### src/rtl/tpo_sched_pkg.sv
// Shared types and widths for the TPO frame scheduler.
package tpo_sched_pkg;

    localparam int USER_W    = 2;
    localparam int SAMPLE_W  = 8;
    localparam int RESULT_W  = 15;
    localparam int NUM_USERS = 3;

    typedef enum logic [2:0] {
        ST_IDLE,
        ST_FLUSH,
        ST_FEED,
        ST_DRAIN,
        ST_DONE
    } state_t;

endpackage

### src/rtl/tpo_sched_rr_arb3.sv
// Three-way round-robin arbiter. The search starts at the user after the
// pointer, so the most recently served user has the lowest priority.
module rr_arb3
    import tpo_sched_pkg::*;
(
    input  logic              clk,
    input  logic              rst,
    input  logic [2:0]        req,
    input  logic              en,
    input  logic              upd,
    input  logic [USER_W-1:0] upd_idx,
    output logic [2:0]        gnt,
    output logic [USER_W-1:0] gnt_idx
);

    logic [USER_W-1:0] ptr;
    logic [USER_W-1:0] cand;
    logic              found;

    // Pick the first requester found when walking forward from ptr+1.
    always_comb begin
        gnt     = '0;
        gnt_idx = '0;
        cand    = '0;
        found   = 1'b0;
        if (en) begin
            for (int i = 1; i <= NUM_USERS; i++) begin
                cand = USER_W'((int'(ptr) + i) % NUM_USERS);
                if (!found && req[cand]) begin
                    gnt[cand] = 1'b1;
                    gnt_idx   = cand;
                    found     = 1'b1;
                end
            end
        end
    end

    // The pointer comes out of reset at the last user so that user 0 wins first.
    always_ff @(posedge clk or posedge rst) begin
        if (rst) begin
            ptr <= USER_W'(2);
        end else if (upd) begin
            ptr <= upd_idx;
        end
    end

endmodule

### src/rtl/tpo_sched.sv
// Shares one TPO engine between three sample requesters, one frame at a time.
// A frame is flushed into the engine, fed FRAME_LEN samples, and OUT_LEN
// results are captured into a user-tagged stream. The capture window is
// timed from the first accepted sample; results are sampled from tpo_out on
// the same edge that raises m_valid.
module tpo_sched
    import tpo_sched_pkg::*;
#(
    parameter int FRAME_LEN = 20,
    parameter int OUT_LEN   = 19,
    parameter int TPO_LAT   = 3
)(
    input  logic                       clk,
    input  logic                       rst,
    input  logic [2:0]                 s_valid,
    input  logic [23:0]                s_data,
    output logic [2:0]                 s_ready,
    output logic                       tpo_rst,
    output logic                       tpo_en,
    output logic [SAMPLE_W-1:0]        tpo_din,
    output logic [USER_W-1:0]          tpo_mode,
    input  logic signed [RESULT_W-1:0] tpo_out,
    output logic                       m_valid,
    output logic                       m_last,
    output logic [USER_W-1:0]          m_user,
    output logic signed [RESULT_W-1:0] m_data,
    output logic                       busy,
    output logic                       err
);

    localparam int CAP_END = TPO_LAT + OUT_LEN;
    localparam int CNT_MAX = (FRAME_LEN > CAP_END) ? FRAME_LEN : CAP_END;
    localparam int CNT_W   = $clog2(CNT_MAX + 1);

    localparam logic [CNT_W-1:0] FRAME_LAST = CNT_W'(FRAME_LEN - 1);
    localparam logic [CNT_W-1:0] CAP_FIRST  = CNT_W'(TPO_LAT);
    localparam logic [CNT_W-1:0] CAP_STOP   = CNT_W'(CAP_END);
    localparam logic [CNT_W-1:0] CAP_LAST   = CNT_W'(CAP_END - 1);
    localparam logic [CNT_W-1:0] CNT_ONE    = CNT_W'(1);

    state_t              state;
    logic [USER_W-1:0]   grant_q;
    logic [CNT_W-1:0]    acc_cnt;
    logic [CNT_W-1:0]    cap_cnt;
    logic                cap_run;
    logic                cap_done;

    logic [2:0]          arb_gnt;
    logic [USER_W-1:0]   arb_idx;

    logic                sel_valid;
    logic [SAMPLE_W-1:0] sel_data;
    logic                accept;
    logic                cap_start;
    logic                cap_active;
    logic [CNT_W-1:0]    cap_cur;
    logic                cap_hit;
    logic                cap_last;

    rr_arb3 u_arb (
        .clk     (clk),
        .rst     (rst),
        .req     (s_valid),
        .en      (state == ST_IDLE),
        .upd     (state == ST_DONE),
        .upd_idx (grant_q),
        .gnt     (arb_gnt),
        .gnt_idx (arb_idx)
    );

    assign sel_valid = s_valid[grant_q];
    assign sel_data  = s_data[{grant_q, 3'b000} +: SAMPLE_W];
    assign accept    = (state == ST_FEED) && sel_valid;

    // Capture window position: counts cycles since the first accepted sample.
    always_comb begin
        cap_start  = accept && (acc_cnt == '0);
        cap_active = cap_run || cap_start;
        cap_cur    = cap_run ? cap_cnt : '0;
        cap_hit    = cap_active && (cap_cur >= CAP_FIRST) && (cap_cur < CAP_STOP);
        cap_last   = cap_active && (cap_cur == CAP_LAST);
    end

    // Frame sequencer with all interface outputs registered.
    always_ff @(posedge clk or posedge rst) begin
        if (rst) begin
            state    <= ST_IDLE;
            grant_q  <= '0;
            acc_cnt  <= '0;
            cap_cnt  <= '0;
            cap_run  <= 1'b0;
            cap_done <= 1'b0;
            s_ready  <= '0;
            tpo_rst  <= 1'b1;
            tpo_en   <= 1'b0;
            tpo_din  <= '0;
            tpo_mode <= '0;
            m_valid  <= 1'b0;
            m_last   <= 1'b0;
            m_user   <= '0;
            m_data   <= '0;
            busy     <= 1'b0;
            err      <= 1'b0;
        end else begin
            tpo_rst <= 1'b0;
            err     <= 1'b0;

            m_valid <= cap_hit;
            m_last  <= cap_last;
            if (cap_hit) begin
                m_data <= tpo_out;
                m_user <= grant_q;
            end
            if (cap_active) begin
                cap_cnt <= cap_cur + CNT_ONE;
                cap_run <= !cap_last;
                if (cap_last) begin
                    cap_done <= 1'b1;
                end
            end

            case (state)
                ST_IDLE: begin
                    tpo_en <= 1'b0;
                    if (|arb_gnt) begin
                        grant_q  <= arb_idx;
                        tpo_mode <= arb_idx;
                        tpo_rst  <= 1'b1;
                        busy     <= 1'b1;
                        state    <= ST_FLUSH;
                    end
                end
                ST_FLUSH: begin
                    s_ready <= 3'b001 << grant_q;
                    state   <= ST_FEED;
                end
                ST_FEED: begin
                    if (sel_valid) begin
                        tpo_en  <= 1'b1;
                        tpo_din <= sel_data;
                        acc_cnt <= acc_cnt + CNT_ONE;
                        if (acc_cnt == FRAME_LAST) begin
                            s_ready <= '0;
                            state   <= ST_DRAIN;
                        end
                    end else begin
                        // Requester broke the frame: drop everything still in flight.
                        err     <= 1'b1;
                        tpo_en  <= 1'b0;
                        s_ready <= '0;
                        m_valid <= 1'b0;
                        m_last  <= 1'b0;
                        cap_run <= 1'b0;
                        state   <= ST_DONE;
                    end
                end
                ST_DRAIN: begin
                    tpo_en <= 1'b0;
                    if (cap_done || cap_last) begin
                        state <= ST_DONE;
                    end
                end
                ST_DONE: begin
                    tpo_en   <= 1'b0;
                    busy     <= 1'b0;
                    acc_cnt  <= '0;
                    cap_cnt  <= '0;
                    cap_run  <= 1'b0;
                    cap_done <= 1'b0;
                    state    <= ST_IDLE;
                end
                default: begin
                    state <= ST_IDLE;
                end
            endcase
        end
    end

endmodule

### config.mk
export PLATFORM = sky130hd
export DESIGN_NAME = tpo_sched
export DESIGN_NICKNAME = d
export VERILOG_FILES = /design/src/rtl/tpo_sched_pkg.sv /design/src/rtl/tpo_sched_rr_arb3.sv /design/src/rtl/tpo_sched.sv
export SDC_FILE = /design/constraint.sdc
export NUM_CORES = 1
export LEC_CHECK = 0
export CORE_MARGIN = 1
export CORE_UTILIZATION = 40
export CTS_BUF_LIST = sky130_fd_sc_hd__clkbuf_4 sky130_fd_sc_hd__clkbuf_8
export DETAILED_ROUTE_END_ITERATION = 8
export PLACE_DENSITY = 0.81
export SETUP_SLACK_MARGIN = 0.4
export SLEW_MARGIN = 20
export SYNTH_ARGS = -nofsm -noshare
export SYNTH_HDL_FRONTEND = slang
export SYNTH_SLANG_ARGS = --single-unit
### constraint.sdc
create_clock -name clk -period 1.9 [get_ports clk]
set_input_delay 0.38 -clock clk [delete_from_list [all_inputs] [get_ports clk]]
set_output_delay 0.38 -clock clk [all_outputs]
set_load 0.1 [all_outputs]
==> flow_summary.yaml, run 1 <==
# synthesis and place-and-route metrics
status:
  run_status: "complete, but fails checks"
  violations: "setup timing"
floorplanning:
  floorplan.initialDensity: 0.416
  die_x_um: 86.0
synth:
  top_area_frac: 0.452
  yosys.area_share.adder: 0.0354
  top_cells_by_area: "sky130_fd_sc_hd__dfrtp_1 (45%), sky130_fd_sc_hd__mux2_4 (5.3%), sky130_fd_sc_hd__mux2i_1 (5.0%)"
  synth-area-yosys_mm2: 0.00283
  synthTopLogicFamily: "multiplexers"
  most_instantiated_flip_flop_cell_in_the_synthesis_netlist: "sky130_fd_sc_hd__dfrtp_1"
  ys_seq_elements: 53
  post_synth_instance_area_mm2: 0.00283
  ys_warn_count: 0
  top_cells_by_count: "sky130_fd_sc_hd__dfrtp_1 (51), sky130_fd_sc_hd__nor2_1 (31), sky130_fd_sc_hd__a21oi_1 (23), sky130_fd_sc_hd__inv_1 (16), sky130_fd_sc_hd__mux2i_1 (14)"
  post_synthesis_compound_gate_area_fraction: 0.138
  simple_gate_share: 0.144
  syn_avg_cell_area_um2: 10.4
  yosysCellCount: 271
  muxShareOfSynthArea: 0.151
  synth-edff-count: 0
final_timing:
  fin_worst_hold_slack_ns: 0.409
  slew-limit-headroom: 0.717
  final.setup.tns_ns: -0.719
  grt_setup_unrepaired: "yes"
  slew_violations: 0
  postLayoutSetupSlackWorst_ns: -0.165
  worst_clock_skew_ns: 0.0172
  number_of_hold_slack_violations_in_the_final_timing_report: 0
  final-setup-viol-count: 13
clocking:
  sink_count: 53
  cts.reportedPaths.clkPinSlew_ns: 0.10
  ctsRootBufferMaster: "sky130_fd_sc_hd__clkbuf_8"
  cts_made_buffers: 5
  cts_tree: "built"
worst_setup_path:
  cp_data_required_time_ns: 2.11
  path_cells: "inv_2 > ha_1 > buf_4 > mux2i_4 > o21ai_1 > o22ai_2 > mux2_4"
  crit_slowest_cell: "sky130_fd_sc_hd__dfstp_2"
  timing.critical_path.to_type: "flip-flop"
  critical_path_peak_fanout: 3
  max_stage_delay_ns: 0.58
  worst-r2r-setup-slack_ns: -0.16
routing:
  initialDrtViolationCount: 199
  routed-wl-met3_um: 480
  met2_wirelength_um: 5960
  top_layer: "met4"
  routedLengthMet1_um: 3830
  wl_per_cell_um: 20.2
  antenna_left: 0
  dr_total_vias: 2900
hold_path:
  min-delay-path-class: "input port to asynchronous set/reset pin"
finish:
  largest_register_ff_count: 15
  layout.nonclk_buf_frac: 0.329
  syn_to_final_growth_pct: 87.2
  diodes: 0
  num-clock-buffers: 5
  seqAreaFraction: 0.253
  layout_top_cells: "sky130_fd_sc_hd__buf_4 (78), sky130_fd_sc_hd__dfrtp_1 (45), sky130_fd_sc_hd__clkdlybuf4s50_1 (40)"
  post_route_cell_area_mm2: 0.00529
  nets: 486
  comb_area_frac: 0.366
  seq_area_mm2: 0.00134
  final-clk-cell-share: 0.0163
  flop-count: 53
  inverters: 16
  biggestCellCategory: "combinational gates"
  layout_top_registers: "m_data x15, tpo_din x8"
global_route:
  grt_pass1_wl_um: 14700
  peak_usage_layer_in_the_global_routing_report: "met2"
  grt-ovfl-total: 0
  largest_net_degree_at_the_start_of_global_routing: 35
  initial_antenna_violation_count: 0
  grtUsageMet1: 0.288
job:
  warnings: 34
placed_design:
  dpl.hpwl_um: 5150
  routabilityCongestion: 0.860
  detailedPlace.worstSlack_ns: -0.464
  placed_cells: 472
-- run 1: final timing paths --
check	startpoint	end	depth (start not counted)
hold reg to reg	m_data[7]$_DFFE_PP0P_	m_data[7]$_DFFE_PP0P_	1
setup reg to reg	u_arb.ptr[1]$_DFFE_PP1P_	grant_q[1]$_DFFE_PP0P_	7
min in group clk	m_data[7]$_DFFE_PP0P_	m_data[7]$_DFFE_PP0P_	1
setup / recovery	u_arb.ptr[1]$_DFFE_PP1P_	grant_q[1]$_DFFE_PP0P_	7
hold / removal	rst	acc_cnt[0]$_DFFE_PP0P_	2
max in group asynchronous	rst	tpo_rst$_DFF_PP1_	3
-- run 1: what timing repair did --
action                     4_1_cts  5_1_grt
setup endpoints to repair       51       53
gates resized                   84       74
pin swaps                       24       19
buffers inserted                34       14
cloned                           3        0
Figure 1. Signal wires on met1 (run 1).
Scale bar: 20 um.
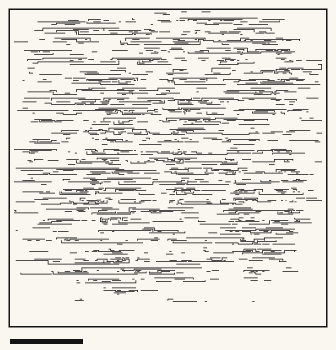
The wires run mostly horizontal. The layer carries 3830 um of wire. The layer holds 36% of the routed length.

Figure 2. Track usage over the die (run 1).
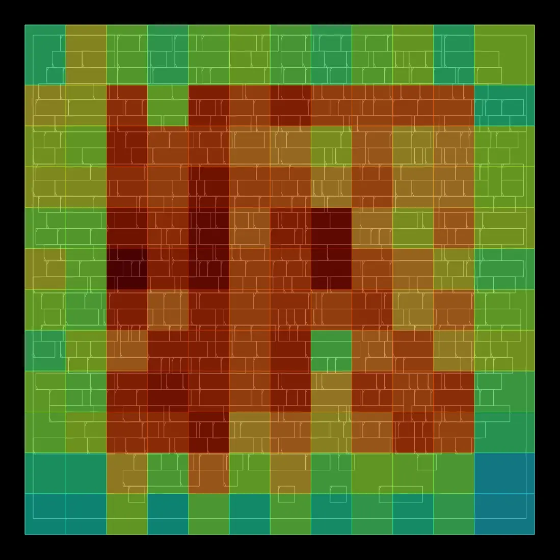
global routing usage summed across all routing layers: 0.258
routing usage on met2: 0.457

Figure 3. Met3 routing (run 1).
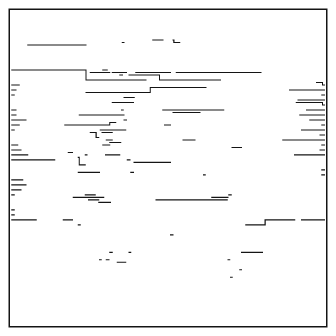
The wires run mostly horizontal. The layer carries 481 um of wire. The longest straight run is 23.0 um. 74 nets have wire on it.
met3 Track Usage GR: 0.0510
Routed Wire Length: 10700 um

Figure 4. Signal wires on met4 (run 1).
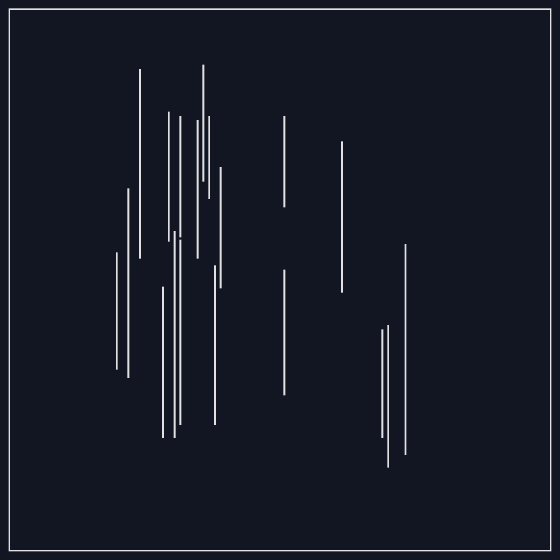
The longest straight run is 33.3 um. The layer holds 4.0% of the routed length. The layer carries 431 um of wire. The wires run mostly vertical. 17 nets have wire on it.

## Run 2: what changed since run 1
--- a/config.mk
+++ b/config.mk
@@ -9,7 +9,7 @@
 export CORE_UTILIZATION = 40
 export CTS_BUF_LIST = sky130_fd_sc_hd__clkbuf_4 sky130_fd_sc_hd__clkbuf_8
 export DETAILED_ROUTE_END_ITERATION = 8
-export PLACE_DENSITY = 0.81
+export PLACE_DENSITY = 0.78
 export SETUP_SLACK_MARGIN = 0.4
 export SLEW_MARGIN = 20
 export SYNTH_ARGS = -nofsm -noshare
==> constraint.sdc (replaced) <==
create_clock -name clk -period 2.55 [get_ports clk]
set_input_delay 0.51 -clock clk [delete_from_list [all_inputs] [get_ports clk]]
set_output_delay 0.51 -clock clk [all_outputs]
set_load 0.1 [all_outputs]
==> run 2 against run 1 <==
  * The flow now finishes without violations
  * Non-clock buffer count decreased by 80
  * Register-to-register slack improved by 0.60 ns
  * Flip-flop count unchanged
  * Die area unchanged
  * Critical endpoint is now state[0]$_DFFE_PP0P_
==> flow_summary.yaml, run 2 <==
# synthesis and place-and-route metrics
status:
  run_status: "finished clean"
synth:
  yosysCellCount: 271
  post_synth_instance_area_mm2: 0.00283
  top_cells_by_area: "sky130_fd_sc_hd__dfrtp_1 (45%), sky130_fd_sc_hd__mux2_4 (5.3%), sky130_fd_sc_hd__mux2i_1 (5.0%)"
  simple_gate_share: 0.144
  most_instantiated_flip_flop_cell_in_the_synthesis_netlist: "sky130_fd_sc_hd__dfrtp_1"
  synth-edff-count: 0
  ys_seq_elements: 53
  top_cells_by_count: "sky130_fd_sc_hd__dfrtp_1 (51), sky130_fd_sc_hd__nor2_1 (31), sky130_fd_sc_hd__a21oi_1 (23), sky130_fd_sc_hd__inv_1 (16), sky130_fd_sc_hd__mux2i_1 (14)"
  synthTopLogicFamily: "multiplexers"
  ys_warn_count: 0
  syn_avg_cell_area_um2: 10.4
  post_synthesis_compound_gate_area_fraction: 0.138
  synth-area-yosys_mm2: 0.00283
  top_area_frac: 0.452
final_timing:
  slew-limit-headroom: 0.656
  final-setup-viol-count: 0
  worst_clock_skew_ns: 0.0166
  grt_setup_unrepaired: "yes"
clocking:
  cts_tree: "built"
  cts_post_setup_buffers_inserted: 1
  cts_repair_resize_count: 6
  sink_count: 53
  cts_made_buffers: 5
routing:
  routedLengthMet1_um: 2940
  top_layer: "met4"
  routed-wl-met3_um: 317
  wl_per_cell_um: 14.5
  met2_wirelength_um: 3210
  initialDrtViolationCount: 81
  antenna_left: 0
global_route:
  global_routing_usage_summed_across_all_routing_layers: 0.178
  largest_net_degree_at_the_start_of_global_routing: 51
  grt-ovfl-total: 0
  initial_antenna_violation_count: 0
placed_design:
  routabilityCongestion: 0.891
  placed_cells: 441
  dpl.hpwl_um: 4540
worst_setup_path:
  critical_path_peak_fanout: 12
  rr_startpoint: "u_arb.ptr[1]$_DFFE_PP1P_"
  reg2regPathDepth: 7
  startpoint: "u_arb.ptr[1]$_DFFE_PP1P_"
  crit_slowest_cell: "sky130_fd_sc_hd__dfstp_2"
  timing.rr.end: "state[0]$_DFFE_PP0P_"
  timing.critical_path.to_type: "flip-flop"
  cp-endpoint: "state[0]$_DFFE_PP0P_"
  max_stage_delay_ns: 0.59
  worst-r2r-setup-slack_ns: 0.44
  path_cells: "ha_4 > buf_8 > or3_4 > a32oi_2 > o22ai_2 > buf_4 > o21bai_1"
  cp_data_required_time_ns: 2.74
  critical_path_class: "flip-flop to flip-flop"
finish:
  layout_top_cells: "sky130_fd_sc_hd__dfrtp_1 (48), sky130_fd_sc_hd__buf_4 (47), sky130_fd_sc_hd__clkdlybuf4s50_1 (41)"
  post_route_cell_area_mm2: 0.00391
  layout_top_registers: "m_data x15, tpo_din x8"
  nets: 406
  diodes: 0
  seq_area_mm2: 0.00133
  largest_register_ff_count: 15
floorplanning:
  die_x_um: 86.0
job:
  warnings: 34
-- run 2: layer usage --
| metal | up-vias | GRT usage |
|---|---|---|
| met3 | 7 | 0.0366 |
| met4 | 0 | 0.0530 |
| met5 | - | 0 |
| met2 | 67 | 0.304 |
| met1 | 1138 | 0.229 |
| li1 | 1116 | - |
-- run 2: through the flow --
stage | util | hold slack [ns] | setup WS [ns]
floorplan | - | 0.471 | 0.345
global placement | 0.544 | 0.465 | 0.136
detailed placement | 0.544 | 0.473 | 0.0259
CTS | 0.566 | 0.375 | 0.390
global route | 0.576 | 0.394 | 0.380
finish | 0.576 | 0.380 | 0.436
-- run 2: layout make-up --
cell class	instances	area share
multi-input combinational	186	0.374
clock inverter	3	0.0112
timing repair buffer	92	0.210
clock buffer	5	0.0176
sequential	53	0.340
tap	96	0.0307
inverter	16	0.0153
Figure 5. Nets reached from selected ports (run 2).
Scale bar: 20 um.
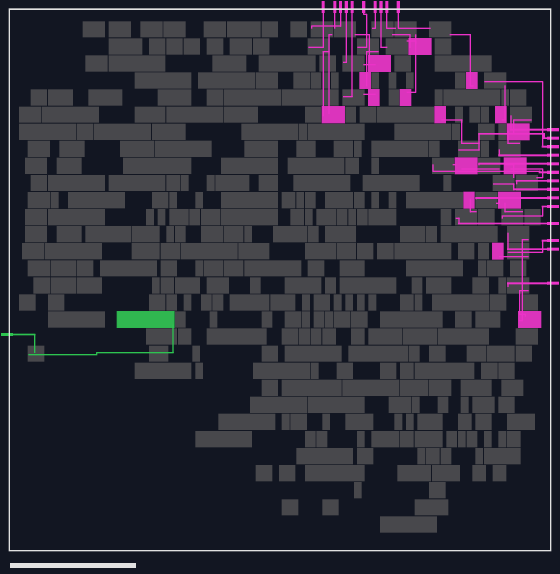
Key: m_valid = green [bits 1, direction output, edge west, end cells 1, wire 34.1 um]; s_data = magenta [bits 24, direction input, edge 14 east, 10 north, end cells 16, wire 376 um]

Figure 6. Signal wires on met1 (run 2).
Scale bar: 20 um.
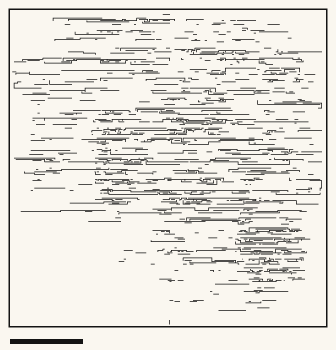
The layer carries 2940 um of wire. The layer holds 45% of the routed length. The wires run mostly horizontal. The longest straight run is 28.5 um. 353 nets have wire on it.
Via Count: 2328
global routing usage on met1: 0.229

Figure 7. Met3 routing (run 2).
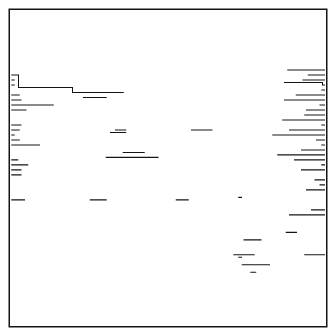
The layer carries 317 um of wire. The wires run mostly horizontal.

